`src/rtl/apb_slave_responder.sv`:
```
// APB completer with a small word register file, programmable wait states,
// decode-error responses and detection of master protocol violations.
module apb_slave_responder #(
    parameter int                    ADDR_WIDTH = 32,
    parameter int                    DATA_WIDTH = 32,
    parameter int                    NUM_REGS   = 16,
    parameter logic [DATA_WIDTH-1:0] ID_VALUE   = 32'hA9B0_0001
) (
    input  logic                      pclk,
    input  logic                      preset_n,
    input  logic                      psel,
    input  logic                      penable,
    input  logic                      pwrite,
    input  logic [ADDR_WIDTH-1:0]     paddr,
    input  logic [DATA_WIDTH-1:0]     pwdata,
    input  logic [DATA_WIDTH/8-1:0]   pstrb,
    input  logic [2:0]                pprot,
    input  logic [3:0]                cfg_wait,
    output logic                      pready,
    output logic [DATA_WIDTH-1:0]     prdata,
    output logic                      pslverr,
    output logic                      proto_err
);

    localparam int STRB_W = DATA_WIDTH / 8;
    localparam int IDX_W  = (NUM_REGS > 1) ? $clog2(NUM_REGS) : 1;

    localparam logic [0:0] ST_IDLE   = 1'b0;
    localparam logic [0:0] ST_ACCESS = 1'b1;

    logic [0:0]            state;
    logic [3:0]            wcnt;

    logic [ADDR_WIDTH-1:0] paddr_q;
    logic                  pwrite_q;
    logic [DATA_WIDTH-1:0] pwdata_q;
    logic [STRB_W-1:0]     pstrb_q;
    logic [2:0]            pprot_q;

    logic [DATA_WIDTH-1:0] regs [NUM_REGS];

    logic                  in_access;
    logic                  setup;
    logic                  bus_changed;
    logic                  viol;
    logic                  commit;
    logic [ADDR_WIDTH-1:0] word_addr;
    logic [IDX_W-1:0]      idx;
    logic                  misaligned;
    logic                  out_of_range;
    logic                  id_write;
    logic                  dec_err;
    logic [DATA_WIDTH-1:0] rd_word;
    logic                  unused_pprot;

    assign in_access = (state == ST_ACCESS);
    assign setup     = !in_access && psel && !penable;

    // Decode works only from the captured request, never from the live bus.
    assign word_addr    = paddr_q >> 2;
    assign idx          = word_addr[IDX_W-1:0];
    assign misaligned   = (paddr_q[1:0] != 2'b00);
    assign out_of_range = (word_addr >= ADDR_WIDTH'(NUM_REGS));
    assign id_write     = pwrite_q && (word_addr == '0);
    assign dec_err      = misaligned || out_of_range || id_write;

    assign bus_changed = (paddr != paddr_q) || (pwrite != pwrite_q) ||
                         (pwdata != pwdata_q) || (pstrb != pstrb_q);

    // Any deviation while a transfer is open, or penable outside a transfer.
    assign viol = in_access ? (!psel || bus_changed) : penable;

    assign pready  = in_access && psel && penable && (wcnt == 4'd0);
    assign pslverr = pready && dec_err;
    assign commit  = pready && pwrite_q && !dec_err && !viol;

    assign rd_word = (idx == '0) ? ID_VALUE : regs[idx];
    assign prdata  = (pready && !pwrite_q && !dec_err) ? rd_word : '0;

    // Protection attributes are held for completeness but have no effect.
    assign unused_pprot = ^pprot_q;

    always_ff @(posedge pclk or negedge preset_n) begin
        if (!preset_n) begin
            state     <= ST_IDLE;
            wcnt      <= 4'd0;
            proto_err <= 1'b0;
        end else begin
            proto_err <= viol;
            if (in_access) begin
                if (viol || pready) begin
                    state <= ST_IDLE;
                    wcnt  <= 4'd0;
                end else if (wcnt != 4'd0) begin
                    wcnt <= wcnt - 4'd1;
                end
            end else if (setup) begin
                state <= ST_ACCESS;
                wcnt  <= cfg_wait;
            end
        end
    end

    always_ff @(posedge pclk or negedge preset_n) begin
        if (!preset_n) begin
            paddr_q  <= '0;
            pwrite_q <= 1'b0;
            pwdata_q <= '0;
            pstrb_q  <= '0;
            pprot_q  <= 3'b000;
        end else if (setup) begin
            paddr_q  <= paddr;
            pwrite_q <= pwrite;
            pwdata_q <= pwdata;
            pstrb_q  <= pstrb;
            pprot_q  <= pprot;
        end
    end

    // Entry 0 is never written; reads of index 0 return ID_VALUE instead.
    always_ff @(posedge pclk or negedge preset_n) begin
        if (!preset_n) begin
            for (int i = 0; i < NUM_REGS; i++) begin
                regs[i] <= '0;
            end
        end else if (commit) begin
            for (int b = 0; b < STRB_W; b++) begin
                if (pstrb_q[b]) begin
                    regs[idx][8*b +: 8] <= pwdata_q[8*b +: 8];
                end
            end
        end
    end

endmodule

```
`config.mk`:
```
export PLATFORM = sky130hd
export DESIGN_NAME = apb_slave_responder
export DESIGN_NICKNAME = d
export VERILOG_FILES = /design/src/rtl/apb_slave_responder.sv
export SDC_FILE = /design/constraint.sdc
export NUM_CORES = 1
export LEC_CHECK = 0
export CORE_MARGIN = 5
export CORE_UTILIZATION = 50
export CTS_CLUSTER_DIAMETER = 200
export CTS_CLUSTER_SIZE = 12
export DETAILED_ROUTE_END_ITERATION = 16
export PLACE_DENSITY = 0.71
export REMOVE_ABC_BUFFERS = 1
export SLEW_MARGIN = 40
export SYNTH_ARGS = -nofsm -noshare
export SYNTH_HDL_FRONTEND = slang
export SYNTH_SLANG_ARGS = --single-unit
export TNS_END_PERCENT = 20
```
`constraint.sdc`:
```
create_clock -name pclk -period 4.89 [get_ports pclk]
set_input_delay 0.978 -clock pclk [delete_from_list [all_inputs] [get_ports pclk]]
set_output_delay 0.978 -clock pclk [all_outputs]
set_load 0.005 [all_outputs]
```
**Run 1: selected gate families**

Drawn at 2 px/um.
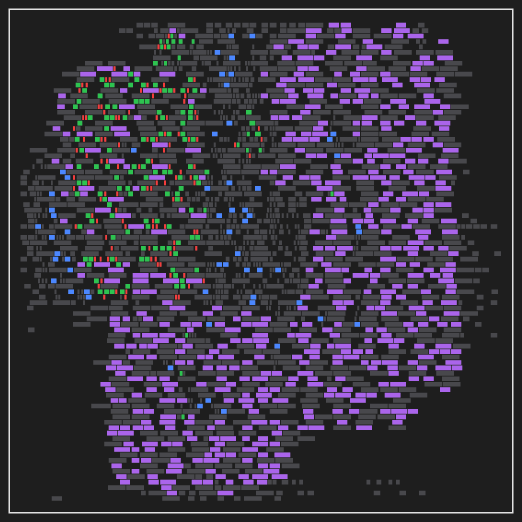
Key: purple = mux cells [cells 538, most used mux2_4]; green = aoi and oai cells [cells 139, most used a22oi_1]; blue = xor and xnor cells [cells 58, most used xnor2_1]; red = inv cells [cells 112, most used inv_1]

**Run 1: M2 wires**

Drawn at 1 px/um.
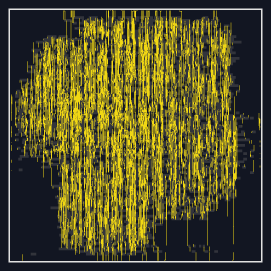
The layer holds 49% of the routed length. The layer carries 36.8 mm of wire. The longest straight run is 91.1 um. 1998 nets have wire on it. The wires run mostly vertical.

==> out/qor.log, run 1 <==
qor: clocking.post_cts_hold_buffer_count 0
qor: global_routing.antenna_found_initial 1
qor: finish.final_layout_size_suffix_gt1_frac 0.3263
qor: clocking.htree_num_levels 2
qor: logic_synthesis.number_of_synthesized_flops_with_an_enable_pin 0
qor: logic_synthesis.synth.yosys.chip_area 29050 um^2
qor: routing.antenna_violating_nets_post_route 0
qor: clocking.clock_latency_late_sink 0.62 ns
qor: global_routing.number_of_global_route_vias_before_repair 18980
qor: finish.utilization 0.5561
qor: logic_synthesis.yosysTopAreaCellShare 0.4988
qor: global_routing.maximum_number_of_pins_on_one_net_before_global_route_repair 107
qor: global_routing.global_route.overflow_total 0
qor: finish.final_net_count 2222
qor: power.top_power_group registers
qor: logic_synthesis.ys_async_sr_fraction 1.000
qor: finish.largest-register regs
qor: routing.drt-met1-wl 31.85 mm
qor: logic_synthesis.syn-instance-count 2134
qor: hold_path.min-delay-path-class in -> async
qor: timing.setup_tns 0 ns
qor: clocking.cts_resized 0
qor: power.powerDensity 313.2 nW/um^2
qor: routing.drt-total-wl 75.61 mm
qor: status.run_status completed
qor: power.netSwitchingFraction 0.2707
qor: timing.period_used_share 0.9439
qor: critical_path.crit-reg2reg-capture regs[117]
qor: clocking.cts_made_buffers 54
qor: finish.largest_reg_flops 504
qor: placed_design.post-place-cells 2849
qor: floorplan.floorplan.io_pins 115
qor: finish.seq_share 0.4528
qor: logic_synthesis.netlist.top_cell.by_area sky130_fd_sc_hd__dfrtp_1
qor: critical_path.rrSetupSlack 1.07 ns
qor: power.power_frac_comb 0.118
qor: clocking.clkSlewWorstSetupHoldPaths 0.06 ns
qor: finish.fin_cells 2910
qor: clocking.maximum_buffer_depth_of_the_clock_tree 3
qor: global_routing.grt_util_met2 0.3889
qor: logic_synthesis.syn_area_per_cell 13.61 um^2
**Run 1: a small window of the routed layout**

Region (106, 156) to (146, 196) um. Cells in grey, sequential cells in the stronger grey; small squares are vias.
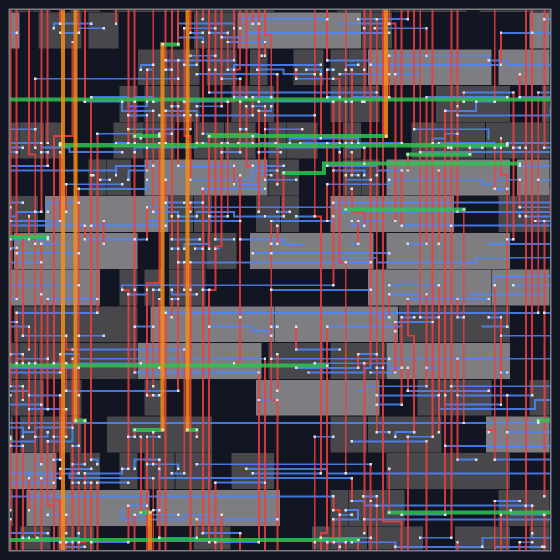
Key: blue = M1; green = M3; red = M2; orange = M4
Sequential cells in the window: 19. 99 logic cells have their middle in the window. Most frequent: nand2_1 (24), dfrtp_1 (19), nand2b_1 (9). Netlist names of flops here include regs (7), paddr_q (6), pwdata_q (6).

--- run 2 (diff from run 1) ---
CTS_BUF_LIST = sky130_fd_sc_hd__clkbuf_4 sky130_fd_sc_hd__clkbuf_8   (was unset)
**Run 2: sequential cells coloured by netlist name**

Drawn at 2 px/um. Other sequential cells in the stronger grey, the rest of the logic in the fainter grey.
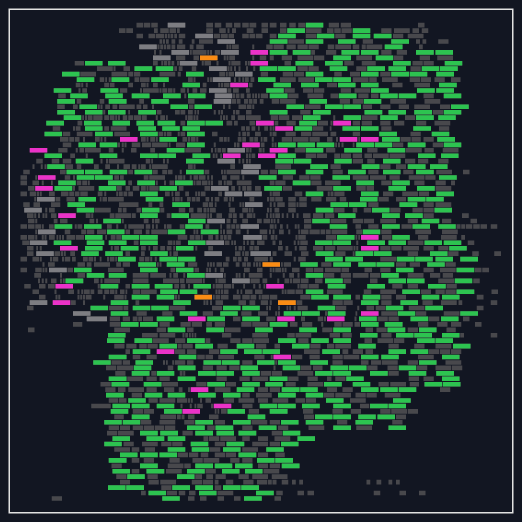
Key: green = regs [sequential cells 504, where widely spread]; orange = pstrb_q [sequential cells 4, where centre]; magenta = pwdata_q [sequential cells 32]

==> run 2 against run 1 <==
Sequential power barely moved. Worst setup slack worse by 0.088 ns. Clock-buffer cell count unchanged. Highest routed layer unchanged. Clock power is 29% lower. Maximum frequency is 1.9% lower. Synthesized area unchanged. Critical path depth did not move. Largest cell class unchanged.
==> out/qor.log, run 2 <==
qor: power.powerDensity 285.1 nW/um^2 [-9.0%]
qor: clocking.cts_resized 1 [+1]
qor: global_routing.antenna_found_initial 2 [+1]
qor: logic_synthesis.synth.yosys.chip_area 29050 um^2 [unchanged]
qor: finish.utilization 0.5456 [-0.01050]
qor: placed_design.post-place-cells 2849 [unchanged]
qor: hold_path.min-delay-path-class in -> async
qor: clocking.cts_made_buffers 54 [unchanged]
qor: critical_path.crit-reg2reg-capture regs[117]
qor: clocking.maximum_buffer_depth_of_the_clock_tree 3 [unchanged]
qor: logic_synthesis.yosysTopAreaCellShare 0.4988 [unchanged]
qor: logic_synthesis.syn-instance-count 2134 [unchanged]
qor: finish.largest-register regs
qor: timing.setup_tns 0 ns [unchanged]
qor: status.run_status completed
qor: clocking.clock_latency_late_sink 0.70 ns [+0.08 ns]
qor: power.netSwitchingFraction 0.2890 [+0.01826]
qor: floorplan.floorplan.io_pins 115 [unchanged]
qor: global_routing.grt_util_met2 0.3856 [-0.003253]
qor: global_routing.maximum_number_of_pins_on_one_net_before_global_route_repair 107 [unchanged]
qor: finish.seq_share 0.4615 [+0.008710]
**Run 2: M2 wires**

Drawn at 1 px/um.
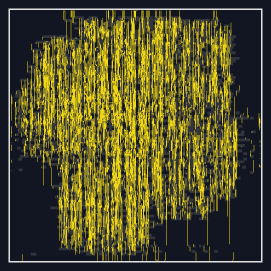
1989 nets have wire on it. The layer holds 48% of the routed length. The layer carries 36.3 mm of wire. The wires run mostly vertical. The longest straight run is 91.5 um.

Power and IR drop assume default switching activity.
